### src/rtl/ps2_pkg.sv
// ps2_pkg
//   Shared definitions for the PS/2 scan-code receiver: FSM state encoding,
//   scan-code prefix bytes and the frame parity helper.
package ps2_pkg;

   typedef logic [1:0] ps2_state_t;

   localparam ps2_state_t ST_IDLE   = 2'd0;
   localparam ps2_state_t ST_DATA   = 2'd1;
   localparam ps2_state_t ST_PARITY = 2'd2;
   localparam ps2_state_t ST_STOP   = 2'd3;

   localparam logic [7:0] PS2_EXT = 8'hE0;
   localparam logic [7:0] PS2_BRK = 8'hF0;

   // PS/2 uses odd parity: data bits plus parity bit must hold an odd count of ones
   function automatic logic ps2_parity_ok(input logic [7:0] data, input logic par);
      return ^{data, par};
   endfunction

endpackage

### src/rtl/ps2_edge_sync.sv
// ps2_edge_sync
//   Brings the asynchronous PS/2 clock and data lines into the clk100MHz
//   domain and flags falling edges of the PS/2 clock.
//   clk100MHz : system clock (rising edge)
//   resetN    : synchronous active-low reset; all flops go to the PS/2 idle level 1
//   clkIn     : raw PS/2 clock
//   dIn       : raw PS/2 data
//   fall      : one-cycle strobe on a synchronized PS/2 clock falling edge
//   dSync     : synchronized PS/2 data
module ps2_edge_sync (
   input  logic clk100MHz,
   input  logic resetN,
   input  logic clkIn,
   input  logic dIn,
   output logic fall,
   output logic dSync
);

   logic r_clk1, r_clk2, r_clk3;
   logic r_d1, r_d2;

   always_ff @(posedge clk100MHz) begin
      if (!resetN) begin
         r_clk1 <= 1'b1;
         r_clk2 <= 1'b1;
         r_clk3 <= 1'b1;
         r_d1   <= 1'b1;
         r_d2   <= 1'b1;
      end else begin
         r_clk1 <= clkIn;
         r_clk2 <= r_clk1;
         r_clk3 <= r_clk2;
         r_d1   <= dIn;
         r_d2   <= r_d1;
      end
   end

   assign fall  = r_clk3 & ~r_clk2;
   assign dSync = r_d2;

endmodule

### src/rtl/ps2_scan_sequencer.sv
// ps2_scan_sequencer
//   Receives PS/2 keyboard frames (start, 8 data LSB first, odd parity, stop)
//   and folds E0/F0 prefixes into extended/break flags on the next scan code.
//   clk100MHz : system clock (rising edge)
//   resetN    : synchronous active-low reset
//   clkIn/dIn : raw asynchronous PS/2 clock and data
//   keyCode   : last completed make/break scan code
//   keyExt    : keyCode was preceded by E0
//   keyBreak  : keyCode was preceded by F0
//   keyValid  : one-cycle pulse when keyCode/keyExt/keyBreak update
//   parityErr : one-cycle pulse on a parity failure
//   frameErr  : one-cycle pulse on a bad stop bit or an inter-edge timeout
module ps2_scan_sequencer
   import ps2_pkg::*;
#(
   parameter int unsigned TIMEOUT_CYCLES = 200000
) (
   input  logic       clk100MHz,
   input  logic       resetN,
   input  logic       clkIn,
   input  logic       dIn,
   output logic [7:0] keyCode,
   output logic       keyExt,
   output logic       keyBreak,
   output logic       keyValid,
   output logic       parityErr,
   output logic       frameErr
);

   localparam int unsigned TW = $clog2(TIMEOUT_CYCLES + 1);
   localparam logic [TW-1:0] TMO_MAX  = TW'(TIMEOUT_CYCLES);
   localparam logic [TW-1:0] TMO_LAST = TW'(TIMEOUT_CYCLES - 1);

   logic w_fall, w_dsync, w_tmo_hit;

   ps2_state_t    r_state;
   logic [2:0]    r_bit_cnt;
   logic [7:0]    r_shift;
   logic          r_parity;
   logic          r_ext, r_brk;
   logic [TW-1:0] r_tmo;
   logic [7:0]    r_key_code;
   logic          r_key_ext, r_key_brk;
   logic          r_key_valid, r_parity_err, r_frame_err;

   ps2_edge_sync u_sync (
      .clk100MHz (clk100MHz),
      .resetN    (resetN),
      .clkIn     (clkIn),
      .dIn       (dIn),
      .fall      (w_fall),
      .dSync     (w_dsync)
   );

   // Fires on the cycle whose increment takes the counter to TIMEOUT_CYCLES,
   // so the FSM leaves the frame on the same edge the count is reached.
   assign w_tmo_hit = (r_state != ST_IDLE) && (r_tmo == TMO_LAST);

   always_ff @(posedge clk100MHz) begin
      if (!resetN) begin
         r_state      <= ST_IDLE;
         r_bit_cnt    <= '0;
         r_shift      <= '0;
         r_parity     <= 1'b0;
         r_ext        <= 1'b0;
         r_brk        <= 1'b0;
         r_tmo        <= '0;
         r_key_code   <= '0;
         r_key_ext    <= 1'b0;
         r_key_brk    <= 1'b0;
         r_key_valid  <= 1'b0;
         r_parity_err <= 1'b0;
         r_frame_err  <= 1'b0;
      end else begin
         r_key_valid  <= 1'b0;
         r_parity_err <= 1'b0;
         r_frame_err  <= 1'b0;

         if (w_fall || (r_state == ST_IDLE))
            r_tmo <= '0;
         else if (r_tmo != TMO_MAX)
            r_tmo <= r_tmo + 1'b1;

         // A PS/2 clock fall always wins over a simultaneous timeout
         if (w_fall) begin
            case (r_state)
               ST_IDLE: begin
                  if (!w_dsync) begin
                     r_state   <= ST_DATA;
                     r_bit_cnt <= '0;
                  end
               end
               ST_DATA: begin
                  r_shift   <= {w_dsync, r_shift[7:1]};
                  r_bit_cnt <= r_bit_cnt + 3'd1;
                  if (r_bit_cnt == 3'd7)
                     r_state <= ST_PARITY;
               end
               ST_PARITY: begin
                  r_parity <= w_dsync;
                  r_state  <= ST_STOP;
               end
               ST_STOP: begin
                  r_state <= ST_IDLE;
                  if (!w_dsync) begin
                     r_frame_err <= 1'b1;
                     r_ext       <= 1'b0;
                     r_brk       <= 1'b0;
                  end else if (!ps2_parity_ok(r_shift, r_parity)) begin
                     r_parity_err <= 1'b1;
                     r_ext        <= 1'b0;
                     r_brk        <= 1'b0;
                  end else if (r_shift == PS2_EXT) begin
                     r_ext <= 1'b1;
                  end else if (r_shift == PS2_BRK) begin
                     r_brk <= 1'b1;
                  end else begin
                     r_key_code  <= r_shift;
                     r_key_ext   <= r_ext;
                     r_key_brk   <= r_brk;
                     r_key_valid <= 1'b1;
                     r_ext       <= 1'b0;
                     r_brk       <= 1'b0;
                  end
               end
               default: r_state <= ST_IDLE;
            endcase
         end else if (w_tmo_hit) begin
            r_state     <= ST_IDLE;
            r_frame_err <= 1'b1;
            r_ext       <= 1'b0;
            r_brk       <= 1'b0;
         end
      end
   end

   assign keyCode   = r_key_code;
   assign keyExt    = r_key_ext;
   assign keyBreak  = r_key_brk;
   assign keyValid  = r_key_valid;
   assign parityErr = r_parity_err;
   assign frameErr  = r_frame_err;

endmodule

### config.mk
export PLATFORM = sky130hd
export DESIGN_NAME = ps2_scan_sequencer
export DESIGN_NICKNAME = d
export VERILOG_FILES = /design/src/rtl/ps2_pkg.sv /design/src/rtl/ps2_edge_sync.sv /design/src/rtl/ps2_scan_sequencer.sv
export SDC_FILE = /design/constraint.sdc
export NUM_CORES = 1
export LEC_CHECK = 0
export CAP_MARGIN = 20
export CORE_MARGIN = 4
export CORE_UTILIZATION = 40
export DETAILED_ROUTE_END_ITERATION = 10
export SYNTH_ARGS = -nofsm -noshare
export SYNTH_HDL_FRONTEND = slang
export SYNTH_SLANG_ARGS = --single-unit
### constraint.sdc
create_clock -name clk100MHz -period 2.85 [get_ports clk100MHz]
set_clock_uncertainty 0.05 [all_clocks]
set_input_delay 0.57 -clock clk100MHz [delete_from_list [all_inputs] [get_ports clk100MHz]]
set_output_delay 0.57 -clock clk100MHz [all_outputs]
set_load 0.02 [all_outputs]
Figure 1. Clock wires, drivers and flops (run 1).
Scale: 3 px per um.
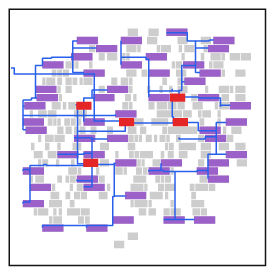
[flip-flops] purple | count: 52
[clock wires] blue | length: 602 um
[clock drivers] red | count: 5
routed clock nets: 6

Figure 2. Where the registers sit (run 1).
Scale: 3 px per um. Other sequential cells in the stronger gray, the rest of the logic in the fainter gray.
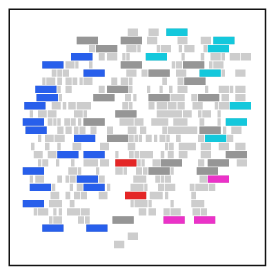
| signal | color | flops |
|---|---|---|
| `r_tmo` | blue | 18 |
| `keyCode` | cyan | 8 |
| `r_bit_cnt` | magenta | 3 |
| `r_state` | red | 2 |
seq pwr: 0.000731 W
utilization after layout: 47.9%
Flop area: 1040 sq um
sequential share of cell area: 38.7%

Figure 3. Port wiring (run 1).
Scale: 6 px per um.
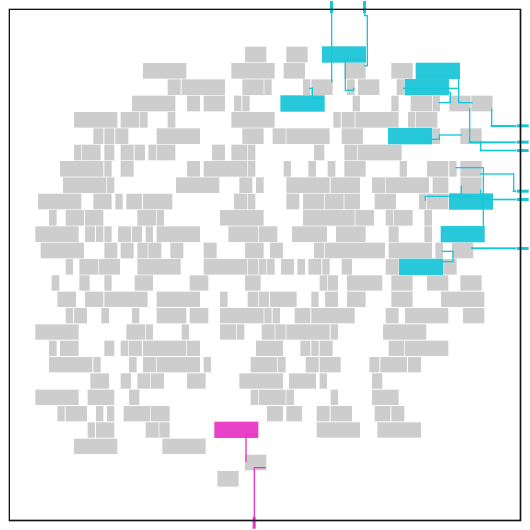
| port | color | direction | edge | end cells | buffers | wire |
|---|---|---|---|---|---|---|
| `keyCode` | cyan | output | 6 east, 2 north | 8 | 8 | 146 um |
| `frameErr` | magenta | output | south | 1 | 1 | 16.4 um |
Top Ports: 17
I/O Buffers: 16

Figure 4. Placement by cell class (run 1).
Scale: 3 px per um.
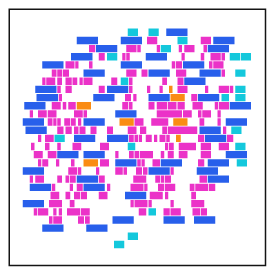
| class | color | cells | share of their area |
|---|---|---|---|
| combinational and other logic | magenta | 198 | 50% |
| other buffers and delay cells | cyan | 20 | 7.3% |
| clock drivers and dummy loads | orange | 7 | 3.0% |
| flops | blue | 52 | 40% |

==> impl_metrics.env, run 1 <==
# flow metrics
export IMPL_htree_levels=2
export IMPL_final_fill_count=577
export IMPL_setup_worst_path_end_class="flip-flop"
export IMPL_critPathMaxFanout=8
export IMPL_fmax_mhz=450
export IMPL_grt_max_degree=23
export IMPL_grt_ovfl_total=0
export IMPL_clkCellAreaFrac_pct=2.89
export IMPL_antenna_found_initial=0
export IMPL_yosysTopAreaCellShare_pct=44.0
export IMPL_total_power_w=0.00115
export IMPL_n_sequential_cell=52
export IMPL_core_area_sq_um=5610
export IMPL_inverters=10
export IMPL_synth_seq_share_pct=44.0
export IMPL_grtUsageTotal_pct=11.6
export IMPL_syn_area_sq_um=2370
export IMPL_ff2ff_path_depth=6
export IMPL_dr_pass1_iters=4
export IMPL_crit_reg2reg_launch="r_shift[4]$_SDFFE_PN0P_"
export IMPL_yosysWarnings=0
export IMPL_initialDrtViolationCount=47
export IMPL_dieArea_sq_um=7220
export IMPL_fp_util_pct=42.2
export IMPL_diodes=0
export IMPL_layout_top_cell="dfxtp_1"
export IMPL_logic_area_sq_um=1250
export IMPL_dp_cells=342
export IMPL_ys_cells=258
export IMPL_syn_num_nets=271
export IMPL_clock_path_buffers=2
export IMPL_grt_pass1_wl_um=6930
export IMPL_critical_path_class="flip-flop to flip-flop"
export IMPL_worstHoldStart="u_sync.r_d1$_SDFF_PN1_"
export IMPL_hold_viol_final=0
export IMPL_outcome="finished, final reports clean"
export IMPL_log_warning_count=31
export IMPL_setup_viol=0
export IMPL_instances_no_fill=349
export IMPL_fin_area_sq_um=2690
export IMPL_cts_made_buffers=5
export IMPL_period_used_pct=78.0
export IMPL_avgSynthCellArea_sq_um=9.18
export IMPL_fin_ws_ns=0.627
export IMPL_tns_ns=0
export IMPL_wire_per_inst_um=11.6
export IMPL_yosysTopAreaCell="dfxtp_1"
export IMPL_path_clk_slew_ns=0.09
export IMPL_place_ws_ns=0.637
export IMPL_p_leak_nw=0.930
export IMPL_cp_startpoint="r_shift[4]$_SDFFE_PN0P_"
export IMPL_finalMaxSlewViolations=0
export IMPL_cap_viol_max_count=0
export IMPL_cts_tree="done"
export IMPL_nets=290
export IMPL_min_path_type="flip-flop to flip-flop"
export IMPL_startpoint_type="flip-flop"
export IMPL_taps=72
export IMPL_yosysMostFrequentCell="dfxtp_1"
export IMPL_clk_latency_ns=0.30
export IMPL_routabilityCongestion=0.795
export IMPL_whs_endpoint="u_sync.dSync$_SDFF_PN1_"
export IMPL_required_ns=3.02
export IMPL_cts_sinks=52
export IMPL_crit_arrival_ns=2.39
export IMPL_clock_buffer_count=6
export IMPL_dp_hpwl_um=3000
export IMPL_synthArstFlopShare_pct=0
export IMPL_synth_distinct_cells=37
export IMPL_holdWs_ns=0.355
export IMPL_drc=0
export IMPL_area_growth_pct=13.5
-- run 1: power by group --
| group | switching [W] | total [W] | internal, W |
|---|---|---|---|
| registers | 0.00000191 | 0.000731 | 0.000729 |
| clock network | 0.000223 | 0.000391 | 0.000168 |
| logic | 0.0000164 | 0.0000300 | 0.0000137 |
| total | 0.000242 | 0.00115 | 0.000910 |
-- run 1: flip-flops by register name (all words and copies together), names as in the netlist --
| register | flops |
|---|---|
| keyValid | 1 |
| u_sync.r_clk3 | 1 |
| u_sync.dSync | 1 |
| u_sync.r_d1 | 1 |
| frameErr | 1 |
| r_shift | 8 |
| r_ext | 1 |
| parityErr | 1 |
| r_bit_cnt | 3 |
| r_tmo | 18 |
| u_sync.r_clk1 | 1 |
| keyCode | 8 |
| r_brk | 1 |
| r_parity | 1 |
| keyExt | 1 |
| r_state | 2 |
| u_sync.r_clk2 | 1 |
| keyBreak | 1 |
-- run 1: layer usage --
metal | vias to the layer above | global-route usage (%) | share of wire (%)
li1 | 895 | - | -
met1 | 782 | 14.5 | 49
met2 | 25 | 19.1 | 45
met3 | 9 | 2.91 | 3.5
met4 | 0 | 4.32 | 1.8
met5 | - | 0 | 0
-- run 1: logic make-up (layout without fill, tap and decap cells) --
| logic type | count (synthesis) | in the layout | synth area share (%) |
|---|---|---|---|
| simple gates | 121 | 121 | 25.2 |
| xor+xnor | 22 | 22 | 9.40 |
| fa+ha+maj | 9 | 9 | 4.75 |
| flops | 52 | 52 | 44.0 |
| mux | 19 | 19 | 8.03 |
| compound gates | 17 | 17 | 5.49 |
| buf+inv | 18 | 37 | 3.17 |
-- run 1: critical path: cells and delay by family, from the launching register on --
kind            cells  cell delay, ns
buf+inv             1            0.28
compound gates      1            0.43
mux                 1            0.20
flops               1            0.41
xor+xnor            3            0.78
Figure 5. Placement view (run 1).
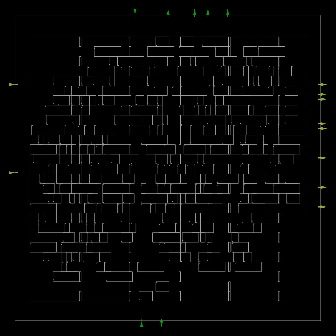

==> run 2: changes to the inputs <==
==> constraint.sdc (replaced) <==
create_clock -name clk100MHz -period 1.9 [get_ports clk100MHz]
set_clock_uncertainty 0.05 [all_clocks]
set_input_delay 0.38 -clock clk100MHz [delete_from_list [all_inputs] [get_ports clk100MHz]]
set_output_delay 0.38 -clock clk100MHz [all_outputs]
set_load 0.02 [all_outputs]
Figure 6. Placement view (run 2).
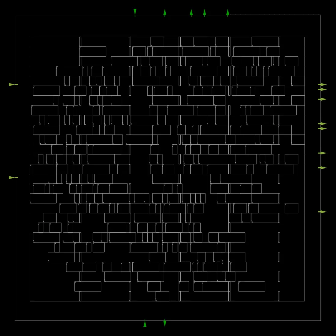
Core Footprint: 5610 sq um
sequential share of cell area: 36.2%
fillers: 544

Figure 7. Clock wires, drivers and flops (run 2).
Scale: 3 px per um.
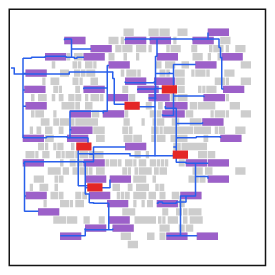
Clk. pwr: 0.000656 W
Clk pwr share: 36.4%
Worst-Skew Late Latency: 0.30 ns

Figure 8. Port wiring (run 2).
Scale: 6 px per um.
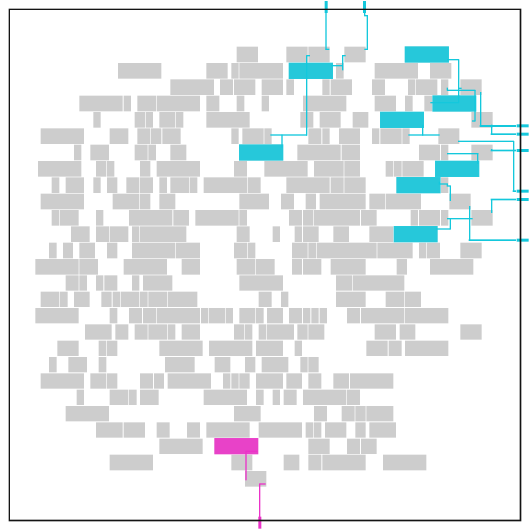
| port | color | direction | edge | end cells | buffers | wire |
|---|---|---|---|---|---|---|
| `frameErr` | magenta | output | south | 1 | 1 | 13.1 um |
| `keyCode` | cyan | output | 6 east, 2 north | 8 | 8 | 149 um |

==> impl_metrics.env, run 2 <==
# flow metrics
export IMPL_cap_viol_max_count=0
export IMPL_nets=307
export IMPL_grtUsageTotal_pct=12.8
export IMPL_dieArea_sq_um=7220
export IMPL_ys_cells=258
export IMPL_hold_viol_final=0
export IMPL_critical_path_class="flip-flop to flip-flop"
export IMPL_initialDrtViolationCount=73
export IMPL_p_seq_w=0.00110
export IMPL_largest_register="r_tmo"
export IMPL_io_buffers=16
export IMPL_violations="negative setup slack"
export IMPL_fp_util_pct=42.2
export IMPL_period_used_pct=100
export IMPL_setup_viol=1
export IMPL_synthArstFlopShare_pct=0
export IMPL_synth_logic_top_family="simple AND/OR/NAND/NOR gates"
export IMPL_fin_area_sq_um=2880
export IMPL_p_sw_w=0.000387
export IMPL_routabilityCongestion=0.839
export IMPL_synthSimpleGateAreaFrac_pct=25.2
export IMPL_diodes=0
export IMPL_p_leak_nw=1.03
export IMPL_crit_arrival_ns=2.09
export IMPL_adder_share_pct=4.75
export IMPL_powerComb_w=0.0000483
export IMPL_log_warning_count=32
export IMPL_total_power_w=0.00180
export IMPL_place_ws_ns=-0.0191
export IMPL_tns_ns=-0.00397
export IMPL_holdWs_ns=0.366
export IMPL_grt_pass1_wl_um=7680
export IMPL_comb_power_share_pct=2.7
export IMPL_synth_distinct_cells=37
export IMPL_finalMaxSlewViolations=0
export IMPL_dp_cells=359
export IMPL_min_path_type="flip-flop to flip-flop"
export IMPL_cts_sinks=52
export IMPL_grt_max_degree=36
export IMPL_clock_path_buffers=2
export IMPL_outcome="finished with violations"
export IMPL_mux_share_pct=8.03
export IMPL_yosysWarnings=0
export IMPL_synth_seq_share_pct=44.0
export IMPL_startpoint_type="flip-flop"
export IMPL_syn_num_nets=271
export IMPL_avgSynthCellArea_sq_um=9.18
export IMPL_syn_area_sq_um=2370
export IMPL_required_ns=2.08
export IMPL_fin_ws_ns=-0.00397
export IMPL_path_clk_slew_ns=0.09
export IMPL_setup_worst_path_end_class="flip-flop"
export IMPL_top_power_group="registers"
export IMPL_drc=0
export IMPL_cp_startpoint="r_shift[4]$_SDFFE_PN0P_"
export IMPL_cts_made_buffers=5
export IMPL_wire_per_inst_um=11.9
export IMPL_dp_hpwl_um=3230
export IMPL_yosysTopAreaCellShare_pct=44.0
export IMPL_yosysTopAreaCell="dfxtp_1"
export IMPL_ys_sh_xor_pct=9.40
-- run 2: worst max-delay path, cell delays in order, from the launching register on --
cell and delay (ns):
dfxtp_2 0.34, xnor2_2 0.15, xnor3_2 0.46, xnor2_2 0.18, a2111oi_4 0.25, buf_4 0.22
mux2i_1 0.19
-- run 2: area by class of cell --
class,count,area [sq um]
fillers,544,2720
inverters,10,37.5
repair buffers,37,334
multi-input cells,188,1280
clock buffers,7,86.3
well taps,72,90.1
clock inverters,1,7.51
flip-flops and latches,52,1040
-- run 2: how the worst min path moves through the flow --
stage / startpoint / endpoint / depth (start not counted)
after global placement: u_sync.r_d1$_SDFF_PN1_ / u_sync.dSync$_SDFF_PN1_ / 1
after detailed placement: u_sync.r_clk1$_SDFF_PN1_ / u_sync.r_clk2$_SDFF_PN1_ / 1
final: u_sync.r_clk1$_SDFF_PN1_ / u_sync.r_clk2$_SDFF_PN1_ / 1
after CTS: u_sync.r_clk1$_SDFF_PN1_ / u_sync.r_clk2$_SDFF_PN1_ / 1
after floorplan: u_sync.r_d1$_SDFF_PN1_ / u_sync.dSync$_SDFF_PN1_ / 1
after global routing: u_sync.r_clk1$_SDFF_PN1_ / u_sync.r_clk2$_SDFF_PN1_ / 1
-- run 2: cell families (layout without fill, tap and decap cells) --
logic type | after synthesis | after routing
mux | 19 | 19
simple gates | 121 | 121
flops | 52 | 52
fa+ha+maj | 9 | 9
compound gates | 17 | 17
buf+inv | 18 | 55
xor+xnor | 22 | 22
-- run 2: timing repair --
action,4_1_cts,5_1_grt
pin swaps,1,0
resized,3,5
endpoints found under the setup margin,7,16
-- run 2: routing by layer --
metal	vias to the layer above	GRT usage (%)	part of all wire, %
met4	0	3.74	1.1
li1	924	-	-
met5	-	0	0
met1	793	15.5	46
met3	5	3.11	3.8
met2	21	22.5	49
==> run 3: changes to the inputs <==
--- a/config.mk
+++ b/config.mk
@@ -9,6 +9,7 @@
 export CORE_MARGIN = 4
 export CORE_UTILIZATION = 40
 export DETAILED_ROUTE_END_ITERATION = 10
+export SLEW_MARGIN = 20
 export SYNTH_ARGS = -nofsm -noshare
 export SYNTH_HDL_FRONTEND = slang
 export SYNTH_SLANG_ARGS = --single-unit
Figure 9. Where the registers sit (run 3).
Scale: 3 px per um. Other sequential cells in the stronger gray, the rest of the logic in the fainter gray.
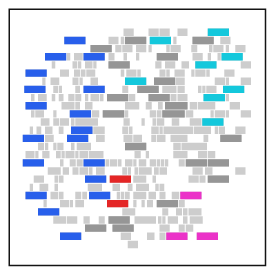
| signal | color | flops |
|---|---|---|
| `keyCode` | cyan | 8 |
| `r_state` | red | 2 |
| `r_bit_cnt` | magenta | 3 |
| `r_tmo` | blue | 18 |
utilization after layout: 51.4%
Flop area: 1040 sq um
seq pwr: 0.00110 W

Figure 10. Clock wires, drivers and flops (run 3).
Scale: 3 px per um.
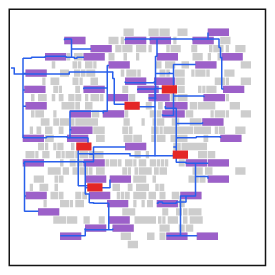

Figure 11. Port wiring (run 3).
Scale: 6 px per um.
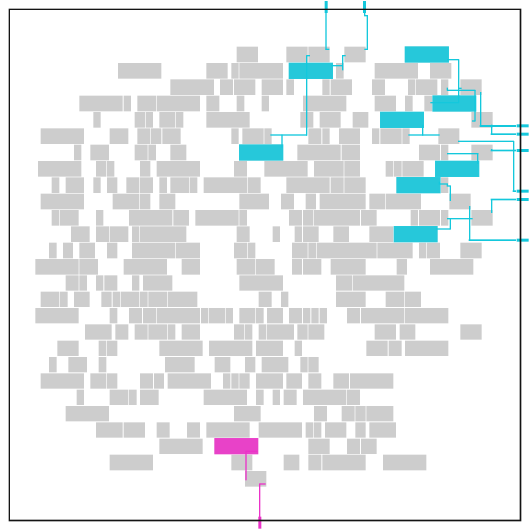
| port | color | direction | edge | end cells | buffers | wire |
|---|---|---|---|---|---|---|
| `keyCode` | cyan | output | 6 east, 2 north | 8 | 8 | 149 um |
| `frameErr` | magenta | output | south | 1 | 1 | 13.1 um |

==> impl_metrics.env, run 3 <==
# flow metrics
export IMPL_outcome="finished with violations"
export IMPL_violations="negative setup slack"
export IMPL_crit_arrival_ns=2.09
export IMPL_crit_reg2reg_launch="r_shift[4]$_SDFFE_PN0P_"
export IMPL_powerComb_w=0.0000483
export IMPL_use_met1_pct=15.5
export IMPL_wl_met1_um=2030
export IMPL_synth_seq_share_pct=44.0
export IMPL_ys_sh_xor_pct=9.40
export IMPL_yosysWarnings=0
export IMPL_htree_levels=2
export IMPL_log_warning_count=32
export IMPL_p_sw_w=0.000387
export IMPL_clk_latency_ns=0.30
export IMPL_logic_area_sq_um=1280
export IMPL_crit_slowest_cell="xnor3_2"
export IMPL_synth_logic_top_family="simple AND/OR/NAND/NOR gates"
export IMPL_grt_pass1_wl_um=7680
export IMPL_cts_resized=3
export IMPL_yosysTopAreaCellShare_pct=44.0
export IMPL_io_pins=17
export IMPL_synth_compound_area_share_pct=5.49
export IMPL_critPathMaxFanout=4
export IMPL_power_frac_seq_pct=60.9
export IMPL_io_buffers=16
export IMPL_startpoint_type="flip-flop"
export IMPL_fmax_mhz=525
export IMPL_largest_reg_flops=18
export IMPL_wire_per_inst_um=11.9
export IMPL_fin_area_sq_um=2880
export IMPL_cts_sinks=52
export IMPL_crit_family="XOR/XNOR gates"
export IMPL_synth_distinct_cells=37
export IMPL_yosysTopAreaCell="dfxtp_1"
export IMPL_wl_met3_um=165
export IMPL_tns_ns=-0.00397
export IMPL_initialDrtViolationCount=73
export IMPL_diodes=0
export IMPL_dp_hpwl_um=3230
export IMPL_critical_path_class="flip-flop to flip-flop"
export IMPL_area_growth_pct=21.8
export IMPL_p_clk_share_pct=36.4
export IMPL_whs_endpoint="u_sync.r_clk2$_SDFF_PN1_"
export IMPL_cap_viol_max_count=0
export IMPL_required_ns=2.08
export IMPL_met3_usage_pct=3.11
export IMPL_pg_clk_w=0.000656
export IMPL_top_layer_used="met4"
export IMPL_cp_cell_sequence="xnor2_2, xnor3_2, xnor2_2, a2111oi_4, buf_4, mux2i_1"
export IMPL_route_met2_wl_um=2130
export IMPL_avgSynthCellArea_sq_um=9.18
export IMPL_top_power_group="registers"
export IMPL_dr_pass1_iters=4
export IMPL_routabilityCongestion=0.839
export IMPL_max_stage_delay_ns=0.46
export IMPL_intPower_w=0.00141
export IMPL_dieArea_sq_um=7220
export IMPL_period_used_pct=100
export IMPL_synthArstFlopShare_pct=0
export IMPL_fin_ws_ns=-0.00397
export IMPL_switching_share_pct=21.5
export IMPL_yosysMostFrequentCell="dfxtp_1"
export IMPL_comb_power_share_pct=2.7
export IMPL_antenna_found_initial=0
export IMPL_grt_busiest_layer="met2"
export IMPL_path_common_cell="xnor2_2"
export IMPL_grtUsageTotal_pct=12.8
export IMPL_ff2ff_path_depth=6
export IMPL_path_clk_slew_ns=0.09
export IMPL_path_buffers=1
export IMPL_mux_share_pct=8.03
export IMPL_cts_made_buffers=5
export IMPL_grtUsageMet2_pct=22.5
export IMPL_finalMaxSlewViolations=0
export IMPL_setup_viol=1
export IMPL_worstHoldStart="u_sync.r_clk1$_SDFF_PN1_"
export IMPL_clock_path_buffers=2
export IMPL_fp_util_pct=42.2
export IMPL_setup_worst_path_end_class="flip-flop"
export IMPL_largest_register="r_tmo"
## run 3: cell counts after synthesis
Identical to the previous run, type by type.
## run 3: area by class of cell
class	count	area share, %
Tap cell	72	3.12
Inverter	10	1.30
Sequential cell	52	36.2
Multi-Input combinational cell	188	44.6
Timing Repair Buffer	37	11.6
Clock buffer	7	2.99
Clock inverter	1	0.260
## run 3: metrics by stage
stage	util [%]	total power, W	std cells	worst slack, ns
after floorplan	-	0.00115	258	0.0466
after global placement	49.1	0.00117	359	0.0713
after detailed placement	49.1	0.00117	359	-0.0191
after CTS	51.0	0.00183	367	0.00232
after global routing	51.4	0.00187	367	-0.0643
final	51.4	0.00180	367	-0.00397
## run 3: how the worst max path moves through the flow
stage / startpoint / endpoint / slack, ns / cells past startpoint
global route: r_shift[4]$_SDFFE_PN0P_ / keyExt$_SDFFE_PN0P_ / -0.06 / 6
finish: r_shift[4]$_SDFFE_PN0P_ / keyExt$_SDFFE_PN0P_ / -0.004 / 6
CTS: r_shift[3]$_SDFFE_PN0P_ / keyCode[0]$_SDFFE_PN0P_ / 0.002 / 6
global placement: r_tmo[12]$_SDFFE_PP0P_ / r_ext$_SDFFE_PN0P_ / 0.07 / 5
floorplan: r_shift[4]$_SDFFE_PN0P_ / keyCode[0]$_SDFFE_PN0P_ / 0.05 / 6
detailed placement: r_tmo[12]$_SDFFE_PP0P_ / r_brk$_SDFFE_PN0P_ / -0.02 / 5
## run 3: kinds of logic (layout without fill, tap and decap cells)
kind of cell             after synthesis  count (layout)
XOR/XNOR                              22              22
adder cells (fa/ha/maj)                9               9
AND/OR/NAND/NOR                      121             121
buffers and inverters                 18              55
multiplexers                          19              19
flip-flops                            52              52
AND-OR/OR-AND                         17              17
Power and IR drop assume default switching activity.
